run_1/floorplan.png
The bar under the picture is 50 um long. Pins as bars on the die edge. Tap cells in gray.
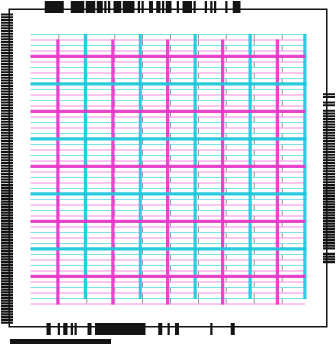
run_1/class_map.png
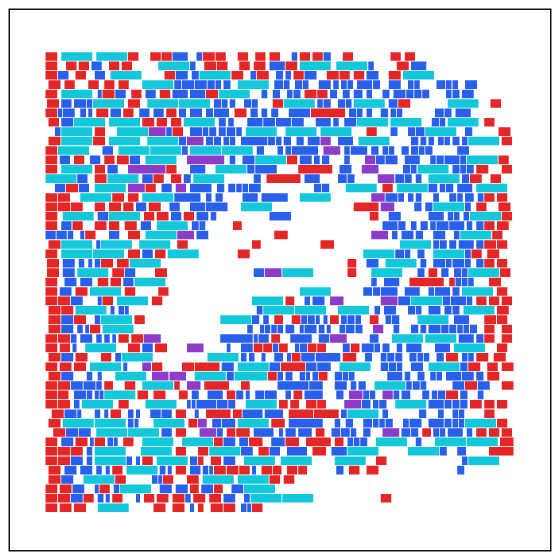
run_1/clock_wires.png
The bar under the picture is 50 um long.
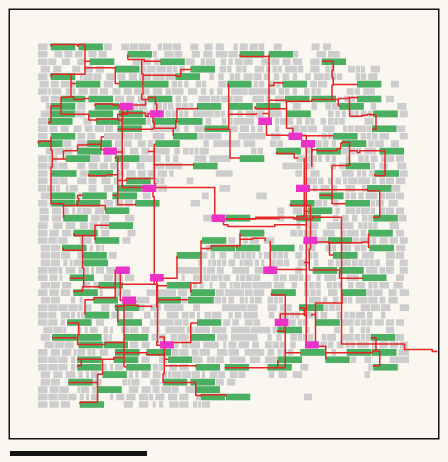
$ cat config.mk
export PLATFORM = sky130hd
export DESIGN_NAME = mem_port_arbiter_flat
export DESIGN_NICKNAME = d
export VERILOG_FILES = /design/src/rtl/mem_port_arbiter_if.sv /design/src/rtl/mem_port_arbiter.sv /design/src/flat_wrapper.sv
export SDC_FILE = /design/constraint.sdc
export NUM_CORES = 1
export LEC_CHECK = 0
export ABC_CLOCK_PERIOD_IN_PS = 1930
export CAP_MARGIN = 0
export CORE_MARGIN = 10
export CORE_UTILIZATION = 42
export CTS_BUF_LIST = sky130_fd_sc_hd__clkbuf_8
export DETAILED_ROUTE_END_ITERATION = 10
export PLACE_DENSITY = 0.84
export SLEW_MARGIN = 10
export SYNTH_ARGS = -nofsm -noshare
export SYNTH_HDL_FRONTEND = slang
export SYNTH_SLANG_ARGS = --single-unit
$ cat constraint.sdc
create_clock -name clk -period 1.93 [get_ports clk]
set_clock_uncertainty 0.2 [all_clocks]
set_input_delay 0.386 -clock clk [delete_from_list [all_inputs] [get_ports clk]]
set_output_delay 0.386 -clock clk [all_outputs]
set_load 0.01 [all_outputs]
$ cat src/rtl/mem_port_arbiter_if.sv
// rtl/mem_port_arbiter_if.sv - fetch, load/store and memory-side signal bundle for mem_port_arbiter
interface mem_port_arbiter_if #(
  parameter int ADDR_W = 32,
  parameter int DATA_W = 32
);
  logic                  if_req;
  logic [ADDR_W-1:0]     if_addr;
  logic                  if_gnt;
  logic                  if_rvalid;
  logic [DATA_W-1:0]     if_rdata;
  logic                  if_err;

  logic                  d_req;
  logic                  d_we;
  logic [ADDR_W-1:0]     d_addr;
  logic [DATA_W-1:0]     d_wdata;
  logic [DATA_W/8-1:0]   d_be;
  logic                  d_gnt;
  logic                  d_rvalid;
  logic [DATA_W-1:0]     d_rdata;
  logic                  d_err;

  logic                  mem_req;
  logic                  mem_we;
  logic [ADDR_W-1:0]     mem_addr;
  logic [DATA_W-1:0]     mem_wdata;
  logic [DATA_W/8-1:0]   mem_be;
  logic                  mem_ack;
  logic [DATA_W-1:0]     mem_rdata;

  modport slave (
    input  if_req, if_addr, d_req, d_we, d_addr, d_wdata, d_be, mem_ack, mem_rdata,
    output if_gnt, if_rvalid, if_rdata, if_err, d_gnt, d_rvalid, d_rdata, d_err,
           mem_req, mem_we, mem_addr, mem_wdata, mem_be
  );

  modport master (
    output if_req, if_addr, d_req, d_we, d_addr, d_wdata, d_be, mem_ack, mem_rdata,
    input  if_gnt, if_rvalid, if_rdata, if_err, d_gnt, d_rvalid, d_rdata, d_err,
           mem_req, mem_we, mem_addr, mem_wdata, mem_be
  );
endinterface

$ cat src/rtl/mem_port_arbiter.sv
// rtl/mem_port_arbiter.sv - one-at-a-time arbiter of fetch and load/store onto a single memory port
// ARB_ROUND_ROBIN_EN: alternate owners on contention; undefined gives data-over-fetch priority.
module mem_port_arbiter #(
  parameter int ADDR_W  = 32,
  parameter int DATA_W  = 32,
  parameter int TIMEOUT = 255
) (
  input  logic              clk,
  input  logic              rst_n,
  mem_port_arbiter_if.slave bus
);
  localparam int CNT_W = (TIMEOUT > 0) ? $clog2(TIMEOUT + 1) : 1;

  typedef enum logic [1:0] {IDLE, BUSY, RESP} state_t;

  state_t              state;
  logic                owner_d;
  logic [CNT_W-1:0]    wd_cnt;
  logic [CNT_W-1:0]    wd_nxt;
  logic                wd_expire;
  logic                pick_d;
  logic                win_we;
  logic [ADDR_W-1:0]   win_addr;
  logic [DATA_W-1:0]   win_wdata;
  logic [DATA_W/8-1:0] win_be;
  logic [DATA_W-1:0]   rsp_data;

`ifdef ARB_ROUND_ROBIN_EN
  logic last_d;
  // On contention the side that did not own the previous transaction wins.
  always_comb pick_d = bus.d_req && (!bus.if_req || !last_d);
`else
  always_comb pick_d = bus.d_req;
`endif

  always_comb begin
    win_we    = 1'b0;
    win_addr  = bus.if_addr;
    win_wdata = '0;
    win_be    = '1;
    if (pick_d) begin
      win_we    = bus.d_we;
      win_addr  = bus.d_addr;
      win_wdata = bus.d_wdata;
      win_be    = bus.d_be;
    end
  end

  always_comb begin
    bus.if_gnt = 1'b0;
    bus.d_gnt  = 1'b0;
    if (rst_n && state == IDLE) begin
      bus.d_gnt  = pick_d;
      bus.if_gnt = bus.if_req && !pick_d;
    end
  end

  // Saturating watchdog; expiry is judged on the value it would take this cycle.
  always_comb begin
    wd_nxt    = (&wd_cnt) ? wd_cnt : wd_cnt + 1'b1;
    wd_expire = (TIMEOUT != 0) && (32'(wd_nxt) == TIMEOUT);
    rsp_data  = bus.mem_we ? '0 : bus.mem_rdata;
  end

  always_ff @(posedge clk or negedge rst_n) begin
    if (!rst_n) begin
      state         <= IDLE;
      owner_d       <= 1'b0;
      wd_cnt        <= '0;
      bus.if_rvalid <= 1'b0;
      bus.if_rdata  <= '0;
      bus.if_err    <= 1'b0;
      bus.d_rvalid  <= 1'b0;
      bus.d_rdata   <= '0;
      bus.d_err     <= 1'b0;
      bus.mem_req   <= 1'b0;
      bus.mem_we    <= 1'b0;
      bus.mem_addr  <= '0;
      bus.mem_wdata <= '0;
      bus.mem_be    <= '0;
`ifdef ARB_ROUND_ROBIN_EN
      last_d        <= 1'b0;
`endif
    end else begin
      bus.if_rvalid <= 1'b0;
      bus.d_rvalid  <= 1'b0;
      case (state)
        IDLE: begin
          if (bus.if_req || bus.d_req) begin
            bus.mem_req   <= 1'b1;
            bus.mem_we    <= win_we;
            bus.mem_addr  <= win_addr;
            bus.mem_wdata <= win_wdata;
            bus.mem_be    <= win_be;
            owner_d       <= pick_d;
            wd_cnt        <= '0;
            state         <= BUSY;
`ifdef ARB_ROUND_ROBIN_EN
            last_d        <= pick_d;
`endif
          end
        end
        BUSY: begin
          wd_cnt <= wd_nxt;
          // Response is launched on the same edge that leaves BUSY, so rvalid is high during RESP.
          if (bus.mem_ack || wd_expire) begin
            bus.mem_req <= 1'b0;
            state       <= RESP;
            if (owner_d) begin
              bus.d_rvalid <= 1'b1;
              bus.d_rdata  <= bus.mem_ack ? rsp_data : '0;
              bus.d_err    <= !bus.mem_ack;
            end else begin
              bus.if_rvalid <= 1'b1;
              bus.if_rdata  <= bus.mem_ack ? rsp_data : '0;
              bus.if_err    <= !bus.mem_ack;
            end
          end
        end
        RESP:    state <= IDLE;
        default: state <= IDLE;
      endcase
    end
  end
endmodule
$ cat src/flat_wrapper.sv
// flat-port wrapper written by rule: the top's interface ports become plain ports
module mem_port_arbiter_flat 
#(
  parameter int ADDR_W  = 32,
  parameter int DATA_W  = 32,
  parameter int TIMEOUT = 255
)
  (clk, rst_n, bus_if_req, bus_if_addr, bus_d_req, bus_d_we, bus_d_addr, bus_d_wdata, bus_d_be, bus_mem_ack, bus_mem_rdata, bus_if_gnt, bus_if_rvalid, bus_if_rdata, bus_if_err, bus_d_gnt, bus_d_rvalid, bus_d_rdata, bus_d_err, bus_mem_req, bus_mem_we, bus_mem_addr, bus_mem_wdata, bus_mem_be);
  mem_port_arbiter_if #(.ADDR_W(ADDR_W), .DATA_W(DATA_W)) bus_i ();
  input  logic clk;
  input  logic rst_n;
  input wire logic [$bits(bus_i.if_req)-1:0] bus_if_req;
  input wire logic [$bits(bus_i.if_addr)-1:0] bus_if_addr;
  input wire logic [$bits(bus_i.d_req)-1:0] bus_d_req;
  input wire logic [$bits(bus_i.d_we)-1:0] bus_d_we;
  input wire logic [$bits(bus_i.d_addr)-1:0] bus_d_addr;
  input wire logic [$bits(bus_i.d_wdata)-1:0] bus_d_wdata;
  input wire logic [$bits(bus_i.d_be)-1:0] bus_d_be;
  input wire logic [$bits(bus_i.mem_ack)-1:0] bus_mem_ack;
  input wire logic [$bits(bus_i.mem_rdata)-1:0] bus_mem_rdata;
  output wire logic [$bits(bus_i.if_gnt)-1:0] bus_if_gnt;
  output wire logic [$bits(bus_i.if_rvalid)-1:0] bus_if_rvalid;
  output wire logic [$bits(bus_i.if_rdata)-1:0] bus_if_rdata;
  output wire logic [$bits(bus_i.if_err)-1:0] bus_if_err;
  output wire logic [$bits(bus_i.d_gnt)-1:0] bus_d_gnt;
  output wire logic [$bits(bus_i.d_rvalid)-1:0] bus_d_rvalid;
  output wire logic [$bits(bus_i.d_rdata)-1:0] bus_d_rdata;
  output wire logic [$bits(bus_i.d_err)-1:0] bus_d_err;
  output wire logic [$bits(bus_i.mem_req)-1:0] bus_mem_req;
  output wire logic [$bits(bus_i.mem_we)-1:0] bus_mem_we;
  output wire logic [$bits(bus_i.mem_addr)-1:0] bus_mem_addr;
  output wire logic [$bits(bus_i.mem_wdata)-1:0] bus_mem_wdata;
  output wire logic [$bits(bus_i.mem_be)-1:0] bus_mem_be;
  assign bus_i.if_req = bus_if_req;
  assign bus_i.if_addr = bus_if_addr;
  assign bus_i.d_req = bus_d_req;
  assign bus_i.d_we = bus_d_we;
  assign bus_i.d_addr = bus_d_addr;
  assign bus_i.d_wdata = bus_d_wdata;
  assign bus_i.d_be = bus_d_be;
  assign bus_i.mem_ack = bus_mem_ack;
  assign bus_i.mem_rdata = bus_mem_rdata;
  assign bus_if_gnt = bus_i.if_gnt;
  assign bus_if_rvalid = bus_i.if_rvalid;
  assign bus_if_rdata = bus_i.if_rdata;
  assign bus_if_err = bus_i.if_err;
  assign bus_d_gnt = bus_i.d_gnt;
  assign bus_d_rvalid = bus_i.d_rvalid;
  assign bus_d_rdata = bus_i.d_rdata;
  assign bus_d_err = bus_i.d_err;
  assign bus_mem_req = bus_i.mem_req;
  assign bus_mem_we = bus_i.mem_we;
  assign bus_mem_addr = bus_i.mem_addr;
  assign bus_mem_wdata = bus_i.mem_wdata;
  assign bus_mem_be = bus_i.mem_be;
  mem_port_arbiter #(.ADDR_W(ADDR_W), .DATA_W(DATA_W), .TIMEOUT(TIMEOUT)) u_core (.clk(clk), .rst_n(rst_n), .bus(bus_i));
endmodule
==> run_results.csv, run 1 <==
group,metric,value,unit
global_routing,grt_first_pass_wirelength,47100,um
drt,dr.pass1.iters,6,
min_path,min_path_type,"in2async",
synthesis,ys.warnings.count,0,
setup_path,r2r_setup_slack,-0.17,ns
synthesis,syn_nets,970,
synthesis,number_of_standard_cells_after_synthesis,831,
placed_design,finalWeightedCongestion,0.893,
synthesis,yosys.stat.chipArea,7790,um2
sta,finalSetupViolations,74,
synthesis,yosys-top-cells-area,"sky130_fd_sc_hd__dfrtp_1, sky130_fd_sc_hd__nand3_1, sky130_fd_sc_hd__o31ai_1, sky130_fd_sc_hd__nor2b_1, sky130_fd_sc_hd__and3_1",
flow_run,tool_warnings,32,
power,leakagePower,5.21,nW
sta,layout_setup_ws,-0.166,ns
setup_path,worst_r2r_path_depth,7,
outcome,outcome,"complete, but fails checks",
setup_path,endpoint,"u_core.bus.if_rdata[22]",
global_routing,overflow_after_grt,0,
floorplanning,fp-utilization,43.1,%
synthesis,synthesis.area_per_instance,9.38,um2
drt,remaining_design_rule_violation_count,0,
cells_and_area,layout-drive-gt1-share,19.4,%
global_routing,antenna_violations_before_repair,1,
outcome,violations,"negative setup slack",
sta,max-slew-margin-rel,44.0,%
drt,num_vias,8134,
synthesis,ys_async_sr_fraction,100,%
placed_design,io_buffer_count,277,
synthesis,synthDominantAreaCellType,"sky130_fd_sc_hd__dfrtp_1",
global_routing,grt_max_degree,149,
sta,achievable-frequency,477,MHz
setup_path,critical_path_peak_fanout,62,
drt,route.final.wire_length,31500,um
setup_path,slowest_stage,"sky130_fd_sc_hd__dfrtp_1",
sta,report.final.slew_viol_count,0,
synthesis,yosys.cell_types.count,45,
cells_and_area,final_cell_mix,"sky130_fd_sc_hd__dfrtp_1, sky130_fd_sc_hd__dlygate4sd2_1, sky130_fd_sc_hd__clkdlybuf4s50_1",
drt,wl_per_cell,23.3,um
cells_and_area,syn_to_final_growth,55.4,%
sta,tightest_slew,0.840,ns
cells_and_area,final_common_cell,"sky130_fd_sc_hd__dfrtp_1",
floorplanning,ioPinCount,278,
setup_path,crit-reg2reg-capture,"u_core.bus.if_rdata[22]",
setup_path,worst-endpoint-arrival,2.24,ns
synthesis,postSynth.topFlopCell,"sky130_fd_sc_hd__dfrtp_1",
drt,count_of_nets_left_with_antenna_violations_after_detail_routing,0,
setup_path,r2r-start,"u_core.wd_cnt[1]",
synthesis,synthDominantCellAreaShare,47.8,%
clock_tree,cts_buf_count,17,
sta,ratio_of_final_minimum_period_to_clock_period,109,%
clock_tree,htree_levels,4,
drt,avgViaCountPerCell,6.02,
cells_and_area,final_net_count,1247,
placed_design,detailed_place_hpwl,20600,um
global_routing,first_global_vias,8137,
setup_path,critical_path_cell_count,7,
synthesis,netlist_area,7790,um2
sta,rsz0062_at_grt,"yes",
placed_design,place_worst_setup_slack,-0.244,ns
sta,period_minus_slack,2.10,ns
synthesis,synth-edff-count,0,
setup_path,crit_path_start,"u_core.wd_cnt[1]",
setup_path,timing.critical_path.to_type,"flip-flop",
flow_run,max_capacitance_violation_count,0,
setup_path,startpoint_type_of_the_worst_setup_path,"flip-flop",
power,totalPowerFinal,0.0169,W
floorplanning,fp.dieArea,24400,um2
setup_path,worst-setup-path-type,"reg2reg",
setup_path,cp_cell_sequence,"ha_4 > nand3_4 > buf_6 > a21o_4 > buf_12 > o31ai_1 > nand3_1",
global_routing,global_router_s_overall_resource_usage,24.4,%
setup_path,crit_buf_inv,2,
synthesis,synth_sequential_area_ratio,47.8,%
## Picture notes: floorplan.png
legend:
  magenta:
    net: VSS
  cyan:
    net: VDD
tap cells: 229
met5 straps: 9
signal pins: 278
met4 straps: 10
rows: 49
die outline width: 156 um
Floorplan Core Area: 18100 um2
maximum vdd drop: 0.842 mV
Die Y-Extent: 156 um

## Picture notes: class_map.png
legend:
  purple:
    class: clock drivers and dummy loads
    cells: 32
    share_of_their_area: 3.6%
  red:
    class: remaining buffers and delay cells
    cells: 339
    share_of_their_area: 28%
  cyan:
    class: registers
    cells: 149
    share_of_their_area: 32%
  blue:
    class: remaining logic cells
    cells: 601
    share_of_their_area: 37%
fraction of standard cell area that is sequential: 30.8%
utilization after layout: 67.0%
total non-filler cell area in the finished layout: 12100 um2
row cnt: 49

## Picture notes: clock_wires.png
legend:
  red:
    item: clock wires
    length: 2060 um
  green:
    item: flip-flops
    count: 149
  magenta:
    item: clock-net drivers
    count: 17
routed clock nets: 18
flops lie: all over the die
clock network fraction of total power: 15.8%
power drawn by the clock network: 0.00266 W
clk latency late pin: 0.46 ns

==> run 1: routing by layer <==
| layer | track usage, % | part of all wire (%) | vias to the layer above |
|---|---|---|---|
| met5 | 0 | 0 | - |
| met4 | 8.45 | 2.8 | 0 |
| met3 | 8.96 | 11 | 75 |
| met2 | 40.3 | 49 | 478 |
| met1 | 28.9 | 37 | 3959 |
| li1 | - | - | 3622 |
==> run 1: registers in the layout, indices dropped and copies added (netlist names) <==
register and count:
u_core.bus.mem_wdata 32, u_core.bus.if_rdata 32, u_core.state 2, u_core.bus.if_rvalid 1, u_core.bus.if_err 1, u_core.bus.d_err 1, u_core.bus.mem_req 1, u_core.bus.mem_addr 32
u_core.wd_cnt 8, u_core.owner_d 1, u_core.bus.d_rvalid 1, u_core.bus.mem_be 4, u_core.bus.mem_we 1, u_core.bus.d_rdata 32
==> run 1: layout make-up <==
class	count	area, um2	area share, %
Timing Repair Buffer	339	3270	27.0
Clock buffer	18	248	2.05
Inverter	4	15.0	0.124
Sequential cell	149	3730	30.8
Antenna cell	2	5.00	0.0413
Clock inverter	14	175	1.45
Multi-Input combinational cell	597	4380	36.2
Tap cell	229	287	2.37
==> run 1: cells in the mapped netlist, types with 4 or more instances <==
cell type and count:
sky130_fd_sc_hd__buf_2 12, sky130_fd_sc_hd__a22o_1 33, sky130_fd_sc_hd__clkbuf_1 55, sky130_fd_sc_hd__nand3_1 130, sky130_fd_sc_hd__and3_1 65, sky130_fd_sc_hd__inv_1 4, sky130_fd_sc_hd__o21ai_0 39, sky130_fd_sc_hd__mux2i_1 32
sky130_fd_sc_hd__o31ai_1 65, sky130_fd_sc_hd__nand2_1 44, sky130_fd_sc_hd__nor2b_1 66, sky130_fd_sc_hd__a21oi_1 71, sky130_fd_sc_hd__nor3_1 9, sky130_fd_sc_hd__buf_6 7, sky130_fd_sc_hd__nor2_1 4, sky130_fd_sc_hd__o22a_1 4
sky130_fd_sc_hd__dfrtp_1 149, sky130_fd_sc_hd__buf_1 8
==> run 1: report_power, final <==
part           internal, W  total, W  switching (W)  leakage, nW
clock network      0.00124   0.00266        0.00142        0.210
logic              0.00397   0.00883        0.00486         3.33
registers          0.00443   0.00538       0.000953         1.67
total              0.00965    0.0169        0.00723         5.21
==> run 1: kinds of logic after synthesis <==
| kind of cell | synth area share [%] |
|---|---|
| AND/OR/NAND/NOR | 23.2 |
| AND-OR/OR-AND | 19.7 |
| buffers and inverters | 5.01 |
| adder cells (fa/ha/maj) | 0.160 |
| flip-flops | 47.8 |
| multiplexers | 4.11 |
==> run 1: metrics by stage <==
stage               util (%)  instances  TNS [ns]  hold slack, ns
finish                  67.0       1352     -9.18           0.139
global route            66.9       1350    -13.05           0.126
CTS                     65.0       1350     -5.28           0.118
detailed placement      61.4       1304     -8.77         -0.0179
global placement        61.4       1304     -6.95         -0.0201
floorplan                  -        831    -0.833          -0.110
==> run 1: what timing repair did <==
| action | CTS | global route |
|---|---|---|
| endpoints found under the hold margin | 149 | 0 |
| pin swaps | 8 | 16 |
| endpoints found under the setup margin | 213 | 80 |
| hold buffers | 1 | 0 |
| setup buffers | 8 | 1 |
| gates resized | 196 | 70 |
| gates cloned | 5 | 0 |
run_1/clock_nets.png
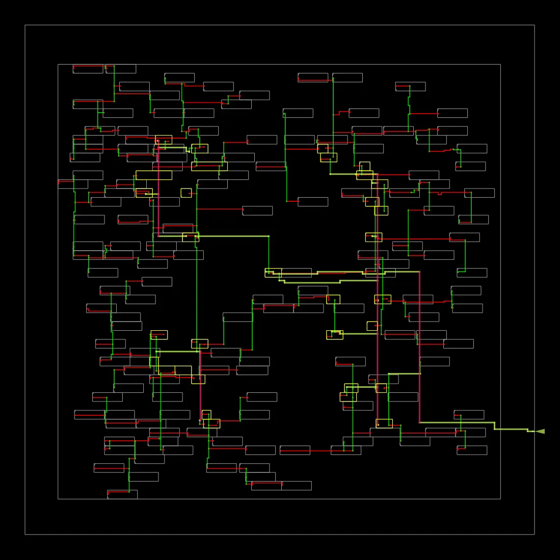

==> run 2: changes to the inputs <==
- GPL_TIMING_DRIVEN: unset -> 1
- SETUP_SLACK_MARGIN: unset -> 0.02
run_2/clock_nets.png
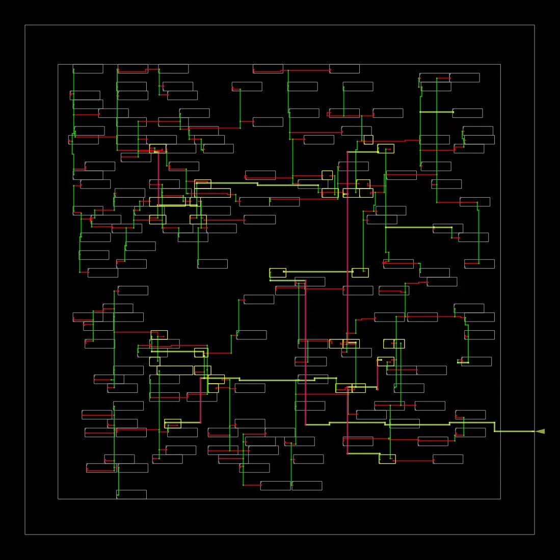
clk latency late pin: 0.47 ns
clkbuf count: 17
power drawn by the clock network: 0.00283 W
sequential cell count: 149
total clock sinks: 149

run_2/clock_wires.png
The bar under the picture is 50 um long.
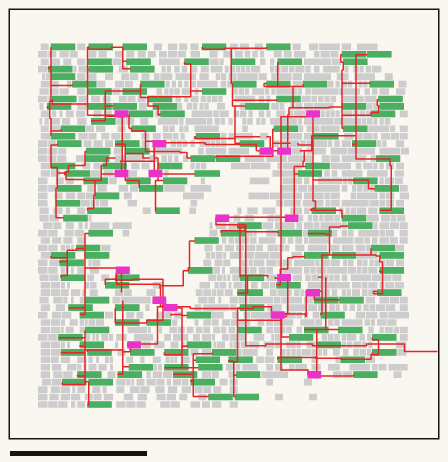
clock network fraction of total power: 15.9%

==> run_results.csv, run 2 <==
group,metric,value,unit
global_routing,first_global_vias,8771,
sta,finalHoldViolCount,0,
global_routing,antenna_violations_before_repair,1,
cells_and_area,layout.cell_area.non_filler,13400,um2
sta,finalHoldWorstSlack,0.236,ns
cells_and_area,final_common_cell,"sky130_fd_sc_hd__dfrtp_1",
synthesis,number_of_standard_cells_after_synthesis,831,
drt,avgViaCountPerCell,6.21,
synthesis,synth-edff-count,0,
synthesis,simple_gate_share,23.2,%
cells_and_area,nFillCells,1205,
setup_path,critical_path_required,2.13,ns
setup_path,worst-endpoint-arrival,2.37,ns
synthesis,yosys.stat.chipArea,7790,um2
power,totalPowerFinal,0.0178,W
power,irDropWorstVdd,0.881,mV
cells_and_area,final_cell_mix,"sky130_fd_sc_hd__dfrtp_1, sky130_fd_sc_hd__dlygate4sd2_1, sky130_fd_sc_hd__clkdlybuf4s50_1",
clock_tree,clk_pin_slew_worst_setup_hold_paths,0.10,ns
drt,remaining_design_rule_violation_count,0,
setup_path,worst-setup-path-type,"reg2reg",
global_routing,overflow_after_grt,0,
clock_tree,tritoncts_clock_tree,"done",
sta,tightest_slew,0.796,ns
sta,layout_setup_ws,-0.232,ns
floorplanning,fp-row-count,49,
sta,ratio_of_final_minimum_period_to_clock_period,112,%
drt,count_of_nets_left_with_antenna_violations_after_detail_routing,0,
sta,max-slew-margin-rel,46.8,%
sta,report.final.slew_viol_count,0,
synthesis,synth_sequential_area_ratio,47.8,%
drt,drt-initial-drc-count,561,
floorplanning,ioPinCount,278,
setup_path,timing.critical_path.to_type,"flip-flop",
synthesis,yosysMostFrequentCell,"sky130_fd_sc_hd__dfrtp_1",
sta,finalSetupViolations,73,
sta,achievable-frequency,463,MHz
synthesis,netlist_area,7790,um2
synthesis,fa_ha_area_share,0.161,%
cells_and_area,syn_to_final_growth,71.9,%
global_routing,grt_first_pass_wirelength,50500,um
clock_tree,clock_tree.buffer_depth,2,
placed_design,place_worst_setup_slack,-0.321,ns
flow_run,tool_warnings,32,
outcome,outcome,"complete, but fails checks",
cells_and_area,final_net_count,1294,
clock_tree,root_buffer,"sky130_fd_sc_hd__clkbuf_8",
cells_and_area,layout-drive-gt1-share,25.7,%
synthesis,synth.yosys.num_cells,831,
placed_design,detailed_place_hpwl,20700,um
floorplanning,die_x,156,um
synthesis,synthAoiAreaFrac,19.7,%
synthesis,largest_combinational_cell_category_by_area,"simple AND/OR/NAND/NOR gates",
synthesis,yosys.cell_types.count,45,
synthesis,synth.area.mux_share,4.11,%
power,powerDensity,1330,nW/um2
clock_tree,cts_buf_count,17,
global_routing,grt_max_degree,130,
placed_design,place_area,11200,um2
drt,dr.pass1.iters,8,
floorplanning,coreArea,18100,um2
synthesis,synth.ff_latch_count,149,
clock_tree,htree_levels,4,
power,leakagePower,5.68,nW
synthesis,synthDominantAreaCellType,"sky130_fd_sc_hd__dfrtp_1",
synthesis,synthDominantCellAreaShare,47.8,%
floorplanning,die_h,156,um
floorplanning,fp.dieArea,24400,um2
synthesis,post_synth_most_frequent_cells,"sky130_fd_sc_hd__dfrtp_1, sky130_fd_sc_hd__nand3_1, sky130_fd_sc_hd__a21oi_1, sky130_fd_sc_hd__nor2b_1",
setup_path,startpoint_type_of_the_worst_setup_path,"flip-flop",
placed_design,finalWeightedCongestion,0.858,
synthesis,ys_async_sr_fraction,100,%
min_path,min_path_type,"in2reg",
setup_path,critical_path_peak_fanout,56,
synthesis,synthesis.area_per_instance,9.38,um2
outcome,violations,"negative setup slack",
flow_run,max_capacitance_violation_count,0,
sta,rsz0062_at_grt,"yes",
sta,period_minus_slack,2.16,ns
synthesis,syn_nets,970,
synthesis,postSynth.topFlopCell,"sky130_fd_sc_hd__dfrtp_1",
floorplanning,fp-utilization,43.1,%
synthesis,yosys-top-cells-area,"sky130_fd_sc_hd__dfrtp_1, sky130_fd_sc_hd__nand3_1, sky130_fd_sc_hd__o31ai_1, sky130_fd_sc_hd__nor2b_1, sky130_fd_sc_hd__and3_1",
synthesis,synth-xor-area-share,0,%
placed_design,io_buffer_count,277,
synthesis,ys.warnings.count,0,
run_2/layers.png
The bar under the picture is 50 um long. Two of the layers only.
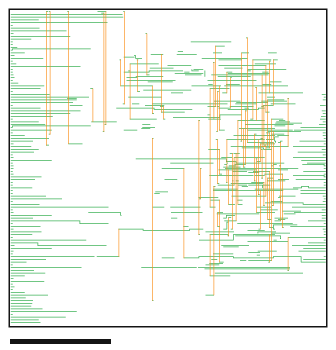
legend:
  green:
    layer: M3
    wire_length: 4310 um
  orange:
    layer: M4
    wire_length: 1970 um
wire length per cell after detailed routing: 25.5 um
number of vias after detailed routing: 8681
total length of routed wires: 35600 um
global router's overall resource usage: 26.2%

## run 2: cell counts after synthesis
No cell type changed its count.
## run 2: cells by family after synthesis
logic type                 Yosys count
and+or+nand+nor                    332
AOI/OAI and AO/OA                  231
DFF                                149
buffers and inverters               86
muxes                               32
adders and majority gates            1
## run 2: timing repair
| action | 4_1_cts | 5_1_grt |
|---|---|---|
| gates resized | 269 | 120 |
| hold endpoints to repair | 149 | 0 |
| cloned | 18 | 6 |
| hold buffers | 1 | 0 |
| setup buffers | 18 | 9 |
| endpoints found under the setup margin | 213 | 82 |
| pin swaps | 53 | 51 |
## run 2: final timing paths
path	startpoint	endpoint	cells after the start	slack, ns
min in group asynchronous	rst_n	u_core.bus.mem_addr[15]	3	0.50
setup / recovery	u_core.wd_cnt[1]	u_core.bus.d_rdata[3]	7	-0.23
max in group asynchronous	rst_n	u_core.bus.if_rdata[30]	3	0.31
setup reg to reg	u_core.wd_cnt[1]	u_core.bus.d_rdata[3]	7	-0.23
hold reg to reg	u_core.bus.mem_addr[23]	u_core.bus.mem_addr[23]	2	0.28
hold / removal	bus_d_req	u_core.owner_d	4	0.24
## run 2: stage by stage
| step | setup TNS [ns] | util [%] | cells |
|---|---|---|---|
| final | -10.23 | 74.1 | 1398 |
| after CTS | -6.00 | 70.0 | 1389 |
| after global routing | -13.67 | 74.1 | 1397 |
| after detailed placement | -10.40 | 62.0 | 1320 |
| after floorplan | -0.830 | - | 831 |
| after global placement | -7.92 | 62.0 | 1320 |
## run 2: worst max-delay path, stage by stage (launching register included)
cell and delay, ns:
sky130_fd_sc_hd__dfrtp_1 0.42, sky130_fd_sc_hd__ha_4 0.21, sky130_fd_sc_hd__buf_4 0.12, sky130_fd_sc_hd__nand2_1 0.07, sky130_fd_sc_hd__nand3b_1 0.25, sky130_fd_sc_hd__buf_8 0.44
sky130_fd_sc_hd__nand3_1 0.21, sky130_fd_sc_hd__nand3_1 0.16
## run 2: final cells by class
cell class	count	area (um2)	share of cell area (%)
clock inverter	15	206	1.54
sequential	149	3730	27.8
antenna	1	2.50	0.0187
inverter	4	15.0	0.112
tap	229	287	2.14
timing repair buffer	385	4030	30.1
clock buffer	17	234	1.75
multi-input combinational	598	4900	36.5
## run 2: report_power, final
part | internal [W] | leakage (nW) | total [W] | switching, W
logic | 0.00432 | 3.79 | 0.00955 | 0.00522
registers | 0.00443 | 1.67 | 0.00542 | 0.000989
clock network | 0.00134 | 0.221 | 0.00283 | 0.00149
## run 2: routing by layer
metal  track usage [%]  vias to the layer above  part of all wire (%)
met3              9.95                      162                    12
met1              29.8                     4159                    35
met2              43.6                      627                    48
li1                  -                     3733                     -
met5                 0                        -                     0
met4              10.8                        0                   5.5
No activity file was given, so power comes from the tool's default toggle rates.
